--- src/rtl/param_reg_if.sv ---
// param_reg_if: data bus of the param_reg retiming register.
//   d_in  : W-bit word sampled by the register on every rising clock edge
//   d_out : W-bit word driven from the last register stage
// The master modport belongs to whoever supplies d_in and observes d_out.
// The slave modport belongs to the register itself.
interface param_reg_if #(
  parameter int unsigned W = 8
);
  logic [W-1:0] d_in;
  logic [W-1:0] d_out;

  modport master (output d_in, input  d_out);
  modport slave  (input  d_in, output d_out);
endinterface

--- src/rtl/param_reg.sv ---
// param_reg: W-bit register chain that delays a bus by DEPTH whole clock cycles.
// Parameters:
//   W       : data width in bits (W >= 1)
//   DEPTH   : number of register stages, which is also the latency in cycles (DEPTH >= 1)
//   RST_VAL : value held in every stage while reset is asserted
// Ports:
//   clk    : clock; all stages update on its rising edge
//   resetn : asynchronous reset. It is active-high despite its name: 1 means reset.
//   bus    : slave side of param_reg_if. bus.d_in is the input and bus.d_out is the output.
// There is no enable. While reset is low, every stage shifts on every edge.
// d_out comes straight from the last stage, so there is no combinational path from d_in.
module param_reg #(
  parameter int unsigned   W       = 8,
  parameter int unsigned   DEPTH   = 1,
  parameter logic [W-1:0]  RST_VAL = '0
) (
  input  logic        clk,
  input  logic        resetn,
  param_reg_if.slave  bus
);

  // stage_q[0] is the newest word and stage_q[DEPTH-1] is the output stage.
  logic [DEPTH-1:0][W-1:0] stage_q;
  logic [DEPTH-1:0][W-1:0] stage_d;

  // Next-state logic: shift the chain by one stage. d_in enters at stage 0.
  if (DEPTH > 1) begin : g_chain
    always_comb begin
      stage_d = {stage_q[DEPTH-2:0], bus.d_in};
    end
  end else begin : g_single
    always_comb begin
      stage_d = bus.d_in;
    end
  end

  // Stage registers. Reset loads RST_VAL as soon as resetn rises, without waiting for a clock edge.
  // An edge that arrives while resetn is still high captures nothing.
  always_ff @(posedge clk or posedge resetn) begin
    if (resetn) begin
      stage_q <= {DEPTH{RST_VAL}};
    end else begin
      stage_q <= stage_d;
    end
  end

  assign bus.d_out = stage_q[DEPTH-1];

endmodule

--- src/flat_wrapper.sv ---
// flat-port wrapper written by rule: the top's interface ports become plain ports
module param_reg_flat 
#(
  parameter int unsigned   W       = 8,
  parameter int unsigned   DEPTH   = 1,
  parameter logic [W-1:0]  RST_VAL = '0
)
  (clk, resetn, bus_d_in, bus_d_out);
  param_reg_if #(.W(W)) bus_i ();
  input  logic clk;
  input  logic resetn;
  input wire logic [$bits(bus_i.d_in)-1:0] bus_d_in;
  output wire logic [$bits(bus_i.d_out)-1:0] bus_d_out;
  assign bus_i.d_in = bus_d_in;
  assign bus_d_out = bus_i.d_out;
  param_reg #(.W(W), .DEPTH(DEPTH), .RST_VAL(RST_VAL)) u_core (.clk(clk), .resetn(resetn), .bus(bus_i));
endmodule
--- config.mk ---
export PLATFORM = sky130hd
export DESIGN_NAME = param_reg_flat
export DESIGN_NICKNAME = d
export VERILOG_FILES = /design/src/rtl/param_reg_if.sv /design/src/rtl/param_reg.sv /design/src/flat_wrapper.sv
export SDC_FILE = /design/constraint.sdc
export NUM_CORES = 1
export LEC_CHECK = 0
export CAP_MARGIN = 0
export CORE_AREA = 2 2 39 41
export DETAILED_ROUTE_END_ITERATION = 16
export DIE_AREA = 0 0 41 43
export HOLD_SLACK_MARGIN = 0.12
export PLACE_DENSITY_LB_ADDON = 0.15
export SYNTH_ARGS = -nofsm -noshare
export SYNTH_HDL_FRONTEND = slang
export SYNTH_SLANG_ARGS = --single-unit
--- constraint.sdc ---
create_clock -name clk -period 0.8 [get_ports clk]
set_clock_uncertainty 0.05 [all_clocks]
set_input_delay 0.08 -clock clk [delete_from_list [all_inputs] [get_ports clk]]
set_output_delay 0.08 -clock clk [all_outputs]
set_load 0.02 [all_outputs]
m1.png
(8 px per um) Supply wires on this layer in gray.
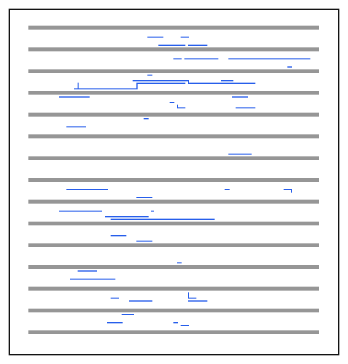
longest straight run	12.9 um
wire length on this layer	128 um
share of all routed wire	28%
main direction	horizontal
nets with wire on the layer	29

m2.png
(6 px per um)
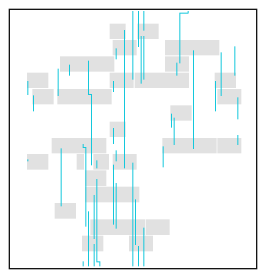
nets with wire on the layer	35
main direction	vertical
share of all routed wire	58%
longest straight run	22.9 um

[logic make-up after synthesis]
logic type	Yosys count	share of synthesized area
buf+inv	1	0.01839
flops	8	0.9816
[power by group through the flow]
stage | Combinational [mW] | Clock, mW | Sequential, mW
after global placement | 0.120 | 0 | 0.437
after CTS | 0.127 | 0.323 | 0.434
after floorplan | 0.00631 | 0 | 0.465
after global routing | 0.132 | 0.334 | 0.436
final | 0.124 | 0.309 | 0.434
after detailed placement | 0.122 | 0 | 0.437
[Yosys cell counts]
cell and instances:
dfrtp_1 8, inv_1 1
[cell type report]
class	count	area (um2)
clock buffers	3	22.52
fillers	147	957.2
inverters	1	3.754
flip-flops and latches	8	200.2
well taps	16	20.02
repair buffers	17	180.2
==> flow_summary_export.csv <==
group,metric,value,unit
detailed_routing,viasPerCell,3.311,
final_timing,setup_ws,-0.08155,ns
global_route,met1_usage,0.05941,
yosys,seq_area_frac_synth,0.9816,
global_route,grt_pass1_vias,179,
final_timing,fin_crit,0.8816,ns
global_route,grt.overflow.total,0,
finish,largest_reg_flops,8,
die,fp_util,0.1474,
worst_setup_path,worst-path-buf-inv,1,
placement,port_buffers,17,
cts,htreeDepth,1,
yosys,netlist_area,203.9,um2
yosys,synthCells,9,
placement,gp_congestion,0.5347,
finish,n_antenna_cell,0,
yosys,syn_nets,19,
final_timing,setup_viol,8,
final_timing,fin_tns_setup,-0.6197,ns
finish,comb_area,0,um2
placement,post-dp-hpwl,355.6,um
finish,utilization,0.3083,
detailed_routing,top_layer,"met4",
outcome,violations,"setup timing",
power_and_ir_drop,swShare,0.2230,
detailed_routing,remaining_drc_errors,0,
job,cap_violations,0,
worst_hold_path,holdCritPathClass,"in -> async",
cts,cts_made_buffers,3,
finish,syn2layout_area_growth,109.2,%
final_timing,slew_violations,0,
detailed_routing,routedWlPerCell,10.16,um
power_and_ir_drop,p_total,866.9,uW
final_timing,final-hold-violation-count,0,
die,fp.dieW,41,um
final_timing,whs,0.02678,ns
cts,cts_tree,"yes",
outcome,status,"complete, but fails checks",
global_route,met3_usage,0.02094,
cts,post_cts_buffers,0,
